===== src/rtl/rob_commit_unit.sv =====
// Reorder buffer with in-order commit, CDB completion, operand query forwarding
// and full flush on a branch mispredict discovered at commit.
module rob_commit_unit #(
    parameter int ROB_DEPTH = 15
) (
    input  logic        clk,
    input  logic        rst,
    input  logic        rdy,

    input  logic        in_issue_valid,
    input  logic [4:0]  in_issue_dest_reg,
    input  logic        in_issue_is_branch,
    input  logic        in_issue_pred_taken,
    output logic [3:0]  out_issue_rob,
    output logic        out_full,

    input  logic        in_cdb_valid,
    input  logic [3:0]  in_cdb_rob,
    input  logic [31:0] in_cdb_value,
    input  logic        in_cdb_taken,
    input  logic [31:0] in_cdb_target,

    input  logic [3:0]  in_query_rob1,
    input  logic [3:0]  in_query_rob2,
    output logic        out_query_ready1,
    output logic [31:0] out_query_value1,
    output logic        out_query_ready2,
    output logic [31:0] out_query_value2,

    output logic [4:0]  out_commit_reg,
    output logic [3:0]  out_commit_rob,
    output logic [31:0] out_commit_value,
    output logic        out_xbp,
    output logic [31:0] out_xbp_pc
);
    localparam logic [3:0] LAST_TAG = 4'(ROB_DEPTH);

    // Entry storage is indexed directly by tag; slot 0 is never allocated.
    logic [15:0] busy;
    logic [15:0] ready;
    logic [15:0] is_branch;
    logic [15:0] pred_taken;
    logic [15:0] taken;
    logic [4:0]  dest_reg [16];
    logic [31:0] value    [16];
    logic [31:0] target   [16];

    logic [3:0]  head;
    logic [3:0]  tail;
    logic [3:0]  count;

    logic        commit_fire;
    logic        mispredict;
    logic        issue_fire;
    logic        cdb_fire;
    logic        fwd1;
    logic        fwd2;

    function automatic logic [3:0] next_tag(input logic [3:0] t);
        return (t == LAST_TAG) ? 4'd1 : t + 4'd1;
    endfunction

    assign out_full      = (count == LAST_TAG);
    assign out_issue_rob = tail;

    // Issue handshake: an entry is taken on a cycle where in_issue_valid is high
    // and out_full is low (with rdy high and no flush); the issuer must hold its
    // request otherwise. Full is judged on registered count, so a same-cycle
    // commit never makes room for a same-cycle issue.
    always_comb begin
        commit_fire = rdy && busy[head] && ready[head];
        mispredict  = commit_fire && is_branch[head] && (taken[head] != pred_taken[head]);
        issue_fire  = rdy && in_issue_valid && !out_full && !mispredict;
        cdb_fire    = rdy && in_cdb_valid && (in_cdb_rob != 4'd0) &&
                      busy[in_cdb_rob] && !mispredict;
    end

    // Operand lookup: stored result first, then same-cycle CDB forward.
    assign fwd1 = in_cdb_valid && (in_cdb_rob == in_query_rob1);
    assign fwd2 = in_cdb_valid && (in_cdb_rob == in_query_rob2);

    assign out_query_ready1 = (in_query_rob1 != 4'd0) && (ready[in_query_rob1] || fwd1);
    assign out_query_value1 = (in_query_rob1 == 4'd0) ? 32'd0 :
                              ready[in_query_rob1]    ? value[in_query_rob1] :
                              fwd1                    ? in_cdb_value : 32'd0;
    assign out_query_ready2 = (in_query_rob2 != 4'd0) && (ready[in_query_rob2] || fwd2);
    assign out_query_value2 = (in_query_rob2 == 4'd0) ? 32'd0 :
                              ready[in_query_rob2]    ? value[in_query_rob2] :
                              fwd2                    ? in_cdb_value : 32'd0;

    always_ff @(posedge clk) begin
        if (rst) begin
            busy       <= '0;
            ready      <= '0;
            is_branch  <= '0;
            pred_taken <= '0;
            taken      <= '0;
            for (int i = 0; i < 16; i++) begin
                dest_reg[i] <= '0;
                value[i]    <= '0;
                target[i]   <= '0;
            end
            head             <= 4'd1;
            tail             <= 4'd1;
            count            <= 4'd0;
            out_commit_reg   <= '0;
            out_commit_rob   <= '0;
            out_commit_value <= '0;
            out_xbp          <= 1'b0;
            out_xbp_pc       <= '0;
        end else begin
            out_commit_reg   <= commit_fire ? dest_reg[head] : 5'd0;
            out_commit_rob   <= commit_fire ? head : 4'd0;
            out_commit_value <= commit_fire ? value[head] : 32'd0;
            out_xbp          <= mispredict;
            out_xbp_pc       <= mispredict ? target[head] : 32'd0;

            if (mispredict) begin
                busy  <= '0;
                ready <= '0;
                head  <= 4'd1;
                tail  <= 4'd1;
                count <= 4'd0;
            end else begin
                if (cdb_fire) begin
                    ready[in_cdb_rob]  <= 1'b1;
                    value[in_cdb_rob]  <= in_cdb_value;
                    taken[in_cdb_rob]  <= in_cdb_taken;
                    target[in_cdb_rob] <= in_cdb_target;
                end
                if (issue_fire) begin
                    busy[tail]       <= 1'b1;
                    ready[tail]      <= 1'b0;
                    dest_reg[tail]   <= in_issue_dest_reg;
                    is_branch[tail]  <= in_issue_is_branch;
                    pred_taken[tail] <= in_issue_pred_taken;
                    tail             <= next_tag(tail);
                end
                // Placed after the CDB write so a broadcast to the retiring head
                // cannot leave a stale ready bit behind.
                if (commit_fire) begin
                    busy[head]  <= 1'b0;
                    ready[head] <= 1'b0;
                    head        <= next_tag(head);
                end
                case ({issue_fire, commit_fire})
                    2'b10:   count <= count + 4'd1;
                    2'b01:   count <= count - 4'd1;
                    default: count <= count;
                endcase
            end
        end
    end
endmodule


===== config.mk =====
export PLATFORM = sky130hd
export DESIGN_NAME = rob_commit_unit
export DESIGN_NICKNAME = d
export VERILOG_FILES = /design/src/rtl/rob_commit_unit.sv
export SDC_FILE = /design/constraint.sdc
export NUM_CORES = 2
export LEC_CHECK = 0
export ABC_AREA = 1
export CAP_MARGIN = 10
export CORE_MARGIN = 3
export CORE_UTILIZATION = 25
export DETAILED_ROUTE_END_ITERATION = 10
export PLACE_DENSITY = 0.49
export RECOVER_POWER = 100
export SLEW_MARGIN = 20
export SYNTH_ARGS = -nofsm -noshare
export SYNTH_HDL_FRONTEND = slang
export SYNTH_SLANG_ARGS = --single-unit

===== constraint.sdc =====
create_clock -name clk -period 3.5 [get_ports clk]
set_clock_uncertainty 0.05 [all_clocks]
set_input_delay 0.35 -clock clk [delete_from_list [all_inputs] [get_ports clk]]
set_output_delay 0.35 -clock clk [all_outputs]
set_load 0.005 [all_outputs]

**M3 wires**

The bar under the picture is 200 µm long. Cells faint in the background.
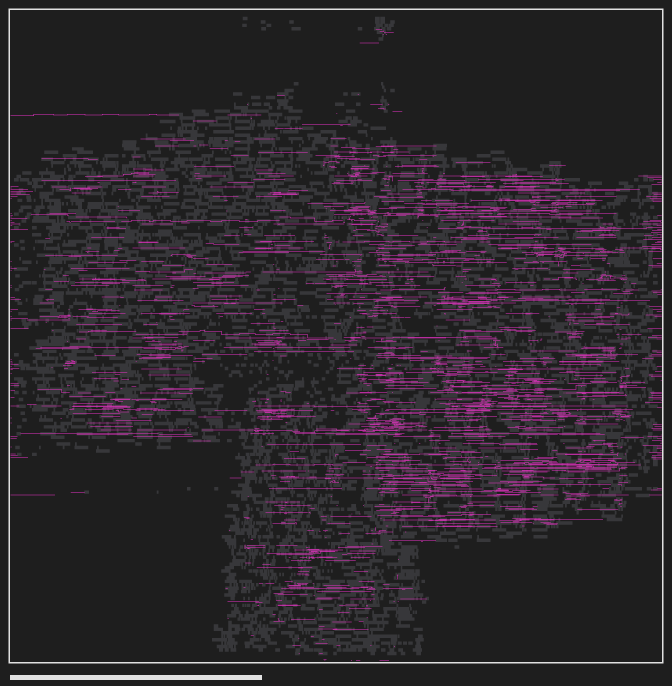
The wires run mostly horizontal. The layer holds 9.7% of the routed length. 781 nets have wire on it. The layer carries 27.1 mm of wire. The longest straight run is 195 µm.

**Clock wires, drivers and flops**

The bar under the picture is 200 µm long.
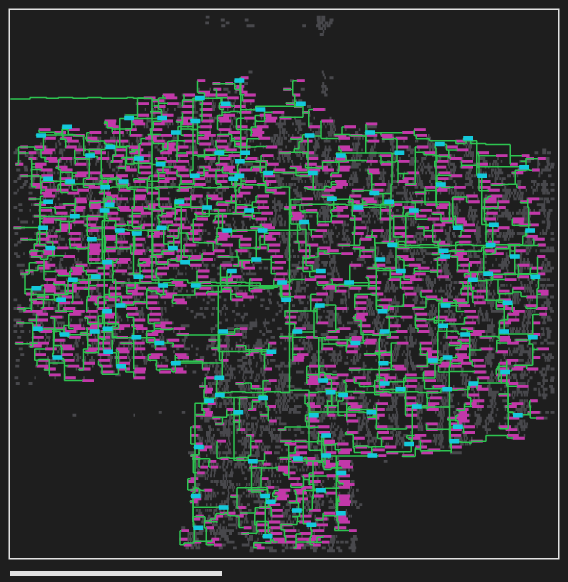
Key: magenta = flip-flops [count 1,270]; cyan = cells driving clock nets [count 151]; green = clock wires [length 19,200 µm]
There are 152 routed clock nets.
clock power share: 43.9%
clk pwr: 16.0 mW
Late-Pin Clk Latency: 0.82 ns

==> deck_impl_summary.md <==
Key Metrics from the Run

Pwr
  • Seq pwr share: 46.9%
  • P_int: ~27 mW
  • Sw Share: approximately a quarter
  • Largest power group: registers
  • Seq group: roughly 17 mW
  • Lkg Pwr: between 20 and 30 nW

Outcome
  • Status: complete, but fails checks
  • Failing checks: max-capacitance violations, max-slew violations, negative setup slack

Global routing
  • Met2 usage: about a third
  • Met1 Usage GRT: a little over a quarter
  • Global-route wire length before repair: a little under 400 mm

Min path
  • Hold path cells: 2
  • HP Class: reg -> reg
  • HP Start: taken[0]$_SDFFE_PP0P_

Worst setup path
  • Worst endpoint required time: 3.10 ns
  • CP arrival: just over 3 ns
  • Crit-path slowest cell: dfxtp_2
  • Worst path depth: 12
  • Critical Path, Cell by Cell: inv_1 > o21ai_0 > nand3_1 > nand3_2 > nand2_4 > clkbuf_2 > a21oi_4 > inv_8 > buf_6 > buf_4 > a21oi_1 > clkdlybuf4s15_1
  • FF-to-FF path depth: 15
  • R2R Path End: value[14][4]$_SDFFCE_PN0P_
  • Worst path bufs/invs: 6
  • Slowest stage delay, CP: 0.34 ns

STA
  • Setup_tns: -0.00226 ns
  • Endpoints failing setup: 1
  • Final worst slack: -0.00226 ns
  • RSZ-0062 raised after global routing: true
  • Hold Vio Cnt, Final: 0
  • Max Fclk: about 0.29 GHz
  • Final max-slew violation count: around 67
  • Hold_ws: just under 0.4 ns

Synth
  • Yosys Chip Area: 65,200 µm²
  • Top_reg_cell synth: edfxtp_1
  • Synth area leaders: edfxtp_1 51%, nor2_1 9.7%, o21ai_0 8.9%, dfxtp_1 5.1%, nand2_1 5.0%
  • Ao+oa area frac: between 10% and 20%
  • Top-count cell post-synth: nor2_1
  • Yosys cell count: 7,666
  • Flip-flops with a built-in enable: about 1,100
  • Yosys Warn Count: 0
  • Dominant comb cell: simple AND/OR/NAND/NOR gates

Route
  • ANT nets after route: 0
  • Via count: ~59,000
  • Drt drc: 0
  • Top Layer Used: met5
  • Initial drt markers: a little over 8,000

Flow run
  • Max-cap violation count: 1
  • OpenROAD warnings: about 63

Layout
  • Clock buf count: slightly above 200
  • Register Area: roughly 37,000 µm²
  • Layout Cells excl Fill: between 10,000 and 15,000
  • Nets: 7,847
  • Most frequent cells in the layout: 1,678 x nor2_1, 1,151 x o21ai_0, 1,104 x edfxtp_1, 859 x nand2_1, 626 x a21oi_1
  • Comb area share: around a third
  • Most used logic cell in the final layout: nor2_1

Place
  • Post-DP HPWL: between 150 and 200 mm

Floorplanning
  • Tap Cells: 3,384
  • Std cell rows: roughly 190
  • Io pins: 234
Power is estimated from default activity; no workload was simulated.
